Design shift_seq_flat, sky130hd; sources not shown.
Figure 1. Clock routing (run 1).
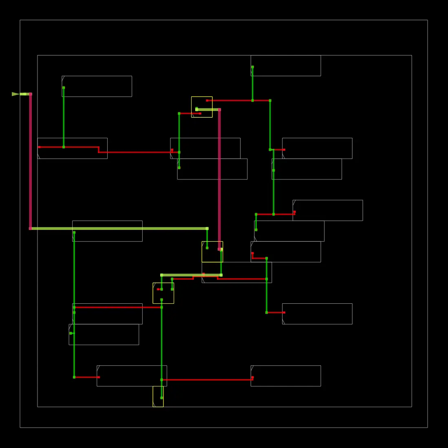
final clock skew: 4.998 ps
total CTS buffers: 3

Figure 2. Signal metal coverage by tile (run 1).
(6 px per micron) The die is cut into 11 by 11 equal tiles; dark purple is low, yellow is high, scaled to the fullest tile. Values are wire area over tile area, all layers added.
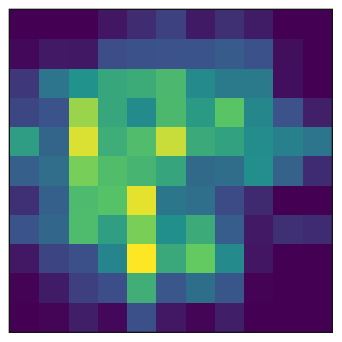
tiles over half the peak: 26%
densest ninth of the die: centre
mean over tiles: 0.13
emptiest ninth of the die: lower right
fullest tile: 0.42
routed len/inst: 13.99 microns
wirelength, routed: 2.421 mm
via count: 941
All-Layer GR Usage: 20.75%

Figure 3. Met3 routing (run 1).
(6 px per micron) Cells faint in the background.
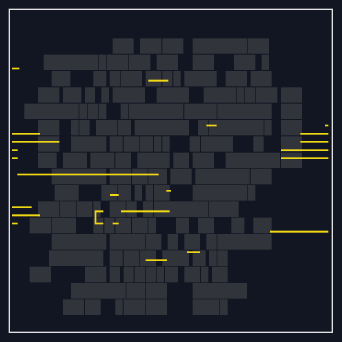
nets with wire on the layer: 20
share of all routed wire: 4.2%
wire length on this layer: 103 microns
longest straight run: 23.2 microns
GR Layer Usage met3: 3.611%

==> impl_metrics.json, run 1 <==
{
  "p_leak_nw": 0.6699,
  "worstSetupEndpointType": "output pin",
  "layout.nets": 166,
  "syn_area_sq_um": 1107,
  "path_class": "register to output pin",
  "synth_chip_area_sq_um": 1107,
  "final_cell_mix": "clkdlybuf4s50_1, dfrtp_1, nand2_1, o21ai_0, buf_4",
  "fill_cells": 168,
  "top_cell": "dfrtp_1",
  "r2r_setup_slack_ps": 270,
  "stdcell_count": 173,
  "aoi_share_pct": 15.37,
  "area_leaders": "dfrtp_1, mux2_4, mux2i_1",
  "max_stage_delay_ps": 640,
  "maxPowerGroup": "combinational logic",
  "hold_class": "primary input to async pin",
  "synth_nets": 129,
  "comb_power_mw": 1.74,
  "diodes": 0,
  "ir_drop_mv": 1.149,
  "xor_share_pct": 0,
  "finalSetupTns_ps": 0,
  "synth-simple-area-share_pct": 19.32,
  "crit_cells": 1,
  "die_y_microns": 53.61,
  "h-tree-depth": 1,
  "top_area_share_pct": 38.42,
  "synthTopCellsByCount": "dfrtp_1, nand2_1, o21ai_0",
  "maxCapViolations": 0,
  "min_period_ps": 1744,
  "crit_slowest_cell": "clkdlybuf4s50_1",
  "rsz0062_at_grt": "no",
  "drtIter0Drc": 23,
  "async_flop_share_pct": 100.0,
  "seq_area_sq_um": 425.4,
  "comb_area_sq_um": 618.1,
  "dieWidth_microns": 53.61,
  "postSynthAreaPerCell_sq_um": 10.16,
  "finalMaxSlewViolations": 0,
  "p_per_area_nw_per_um2": 1897,
  "p_total_mw": 2.789,
  "gp_congestion": 0.7863,
  "max_slew_margin_pct": 78.56,
  "crit_chain": "clkdlybuf4s50_1",
  "insertion_delay_ps": 290,
  "clock-sinks": 17,
  "vias_per_cell": 5.439,
  "finalSetupViolCount": 0,
  "chip_area_sq_um": 2874,
  "ys_seq_elements": 17,
  "lay_top_count": "clkdlybuf4s50_1",
  "cts_tree": "built",
  "critPathTopFamily": "buffers and inverters",
  "grt_pass1_vias": 920,
  "worst_pin_slew_ps": 319.1,
  "crit_fanout": 5,
  "first_pass_iters": 4,
  "ant_nets": 0,
  "hold_viol": 0,
  "rows": 17,
  "yosys-mux-area-fraction_pct": 18.87,
  "grt_max_degree": 18,
  "switchingPower_mw": 1.193,
  "drc": 0,
  "synthCells": 109,
  "warning_count": 27,
  "path_clk_slew_ps": 100,
  "placedCellCount": 169,
  "power_frac_clock_pct": 7.5,
  "edf_count": 0,
  "drive_gt1_share_pct": 20.00,
  "start_kind": "register",
  "largest_reg_flops": 8,
  "synth_cell_types": 38,
  "cts_max_path_buffers": 2,
  "dpl.hpwl_mm": 1.886,
  "cp.required_ps": 1440,
  "p_clk_mw": 0.210,
  "cts_setup_buffers": 0,
  "fp-utilization_pct": 48.65,
  "p_int_mw": 1.596,
  "cp.arrival_ps": 1380,
  "status": "finished clean",
  "port_buffers": 28,
  "pwr-share-seq_pct": 30.3,
  "ctsResizeCount": 2,
  "gr-total-overflow": 0,
  "fmax_mhz": 573.5,
  "hold_buffers": 0,
  "reg2reg_depth": 5,
  "ys_seq_share_pct": 38.42,
  "p_seq_mw": 0.844,
  "power_frac_comb_pct": 62.2,
  "top_level_ports": 29,
  "core_area_sq_um": 2276,
  "ys.flop_type": "dfrtp_1",
  "yosysWarnings": 0,
  "p_sw_share_pct": 42.78,
  "period_used_pct": 96.86,
  "grt_pass1_wl_mm": 4.236,
  "synth_stat.cells": 109,
  "ys_top_logic_family": "simple AND/OR/NAND/NOR gates",
  "adder_share_pct": 2.260
}
## run 1: routing by layer
layer  GRT usage, %  up-vias  wire length (microns)
li1               -      461                      -
met1          26.94      446                   1058
met2          33.95       28                   1219
met3          3.611        6                    102
met4          8.974        0                     40
met5              0        -                      0
## run 1: area by class of cell
class / instances / share of cell area [%]
multi-input cells: 83 / 42.04
flip-flops and latches: 17 / 28.94
inverters: 4 / 1.362
repair buffers: 37 / 23.49
well taps: 28 / 2.383
clock buffers: 4 / 1.787
## run 1: through the flow
step	hold slack [ps]	worst slack [ps]
floorplan	64.41	349.8
global placement	462.2	-70.55
detailed placement	472.8	-102.2
CTS	371.9	52.47
global route	376.2	1.362
finish	369.7	56.43
--- run 2 (diff from run 1) ---
--- a/config.mk
+++ b/config.mk
@@ -5,7 +5,6 @@
 export SDC_FILE = /design/constraint.sdc
 export NUM_CORES = 1
 export LEC_CHECK = 0
-export CORE_MARGIN = 2
 export CORE_UTILIZATION = 45
 export DETAILED_ROUTE_END_ITERATION = 7
 export PLACE_DENSITY = 0.84
==> run 2 against run 1 <==
Synthesized cell count unchanged. Critical path depth unchanged. Register-to-register slack improved by 30 ps. Clock-buffer cell count unchanged. Total power decreased by 0.11%. Fmax increased by 0.80%. Largest cell class unchanged.
==> impl_metrics.json, run 2 <==
{
  "finalSetupViolCount": 0,
  "ys_top_logic_family": "simple AND/OR/NAND/NOR gates",
  "gr-total-overflow": 0,
  "top_area_share_pct": 38.42,
  "synth_nets": 129,
  "vias": 938,
  "maxCapViolations": 0,
  "top_level_ports": 29,
  "grt_pass1_wl_mm": 3.953,
  "p_int_mw": 1.597,
  "comb_power_mw": 1.74,
  "crit_cells": 1,
  "power_frac_clock_pct": 7.5,
  "max_stage_delay_ps": 640,
  "grt_busiest_layer": "met2",
  "dieWidth_microns": 51.61,
  "dpl.hpwl_mm": 1.779,
  "largest_reg_flops": 8,
  "status": "finished clean",
  "seq_area_sq_um": 425.4,
  "ant_nets": 0,
  "yosys-mux-area-fraction_pct": 18.87,
  "synth_chip_area_sq_um": 1107,
  "port_buffers": 28,
  "period_used_pct": 96.10,
  "drtIter0Drc": 26,
  "worstSetupEndpointType": "output pin",
  "grtUsageMet3_pct": 2.924,
  "path_class": "register to output pin",
  "p_seq_mw": 0.837,
  "cp.arrival_ps": 1370,
  "p_leak_nw": 0.6699,
  "hold_buffers": 0,
  "maxUsedRoutingLayer": "met4",
  "fill_cells": 186,
  "critPathTopFamily": "buffers and inverters",
  "wl_met3_microns": 134,
  "cts_tree": "built",
  "reg2reg_depth": 5,
  "placedCellCount": 169,
  "whs_ps": 374.2,
  "finalMaxSlewViolations": 0,
  "drc": 0,
  "crit_fanout": 5,
  "edf_count": 0,
  "min_period_ps": 1730,
  "synth_stat.cells": 109,
  "top_cell": "dfrtp_1",
  "grt_util_met1_pct": 25.93,
  "routed-wl-met2_mm": 1.159,
  "warning_count": 27,
  "cts_inserted_buffers": 3,
  "worst_pin_slew_ps": 328.7,
  "maxPowerGroup": "combinational logic",
  "stdcell_count": 173,
  "grt_use_met2_pct": 32.90,
  "crit_slowest_cell": "clkdlybuf4s50_1",
  "gp_congestion": 0.8187,
  "p_sw_share_pct": 42.70,
  "insertion_delay_ps": 290,
  "finalSetupTns_ps": 0,
  "lay_top_count": "clkdlybuf4s50_1",
  "crit_chain": "clkdlybuf4s50_1"
}
run 2: cell counts after synthesis:
Identical to the previous run, type by type.
run 2: stage by stage:
stage                     worst slack [ps]  util (%)  cell area [sq um]
final                                70.26     64.60               1470
after global routing                 8.735     64.60               1470
after CTS                            51.68     64.60               1470
after detailed placement            -99.53     63.55               1446
after global placement              -71.04     63.55               1446
after floorplan                      349.8         -               1107
run 2: repair_timing:
item / in CTS / in global routing
gates resized: 2 / 0
setup endpoints to repair: 2 / 0
setup buffers: 0 / 0
hold endpoints to repair: 0 / 0
run 2: cell type report:
cell class              instances  share of cell area (%)
clock buffers                   4                   1.787
inverters                       4                   1.362
multi-input cells              83                   42.04
flip-flops and latches         17                   28.94
well taps                      28                   2.383
repair buffers                 37                   23.49
Figure 4. Cell classes on the final placement (run 2).
(10 px per micron)
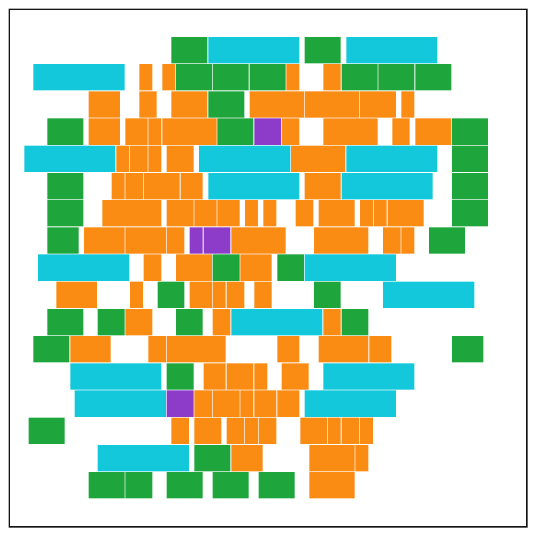
[orange] remaining logic cells | cells: 87
[purple] clock drivers and dummy loads | cells: 4
[green] remaining buffers and delay cells | cells: 37
[cyan] registers | cells: 17
Core Util, Final: 64.60%
area of the core: 2276 sq um
Core Rows: 17
Seq area share: 28.94%
design area: 1470 sq um

Figure 5. Cell sizes after repair (run 2).
(6 px per micron)
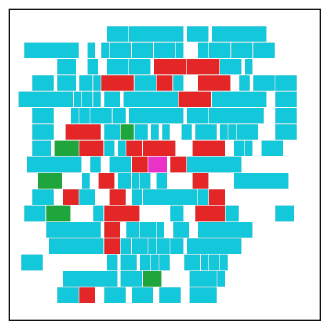
[green] x2 | cells: 5 | share: 3.4% | most used: mux2_2
[cyan] x1 and smaller | cells: 116 | share: 80% | most used: clkdlybuf4s50_1
[red] x3 and x4 | cells: 23 | share: 16% | most used: buf_4
[magenta] x6 and larger | cells: 1 | share: 0.69% | most used: inv_6
Area growth syn-to-layout: 32.77%
non-clock buffer instance count of the final layout: 37
fin worst setup slack: 70.26 ps

Power and IR drop assume default switching activity.
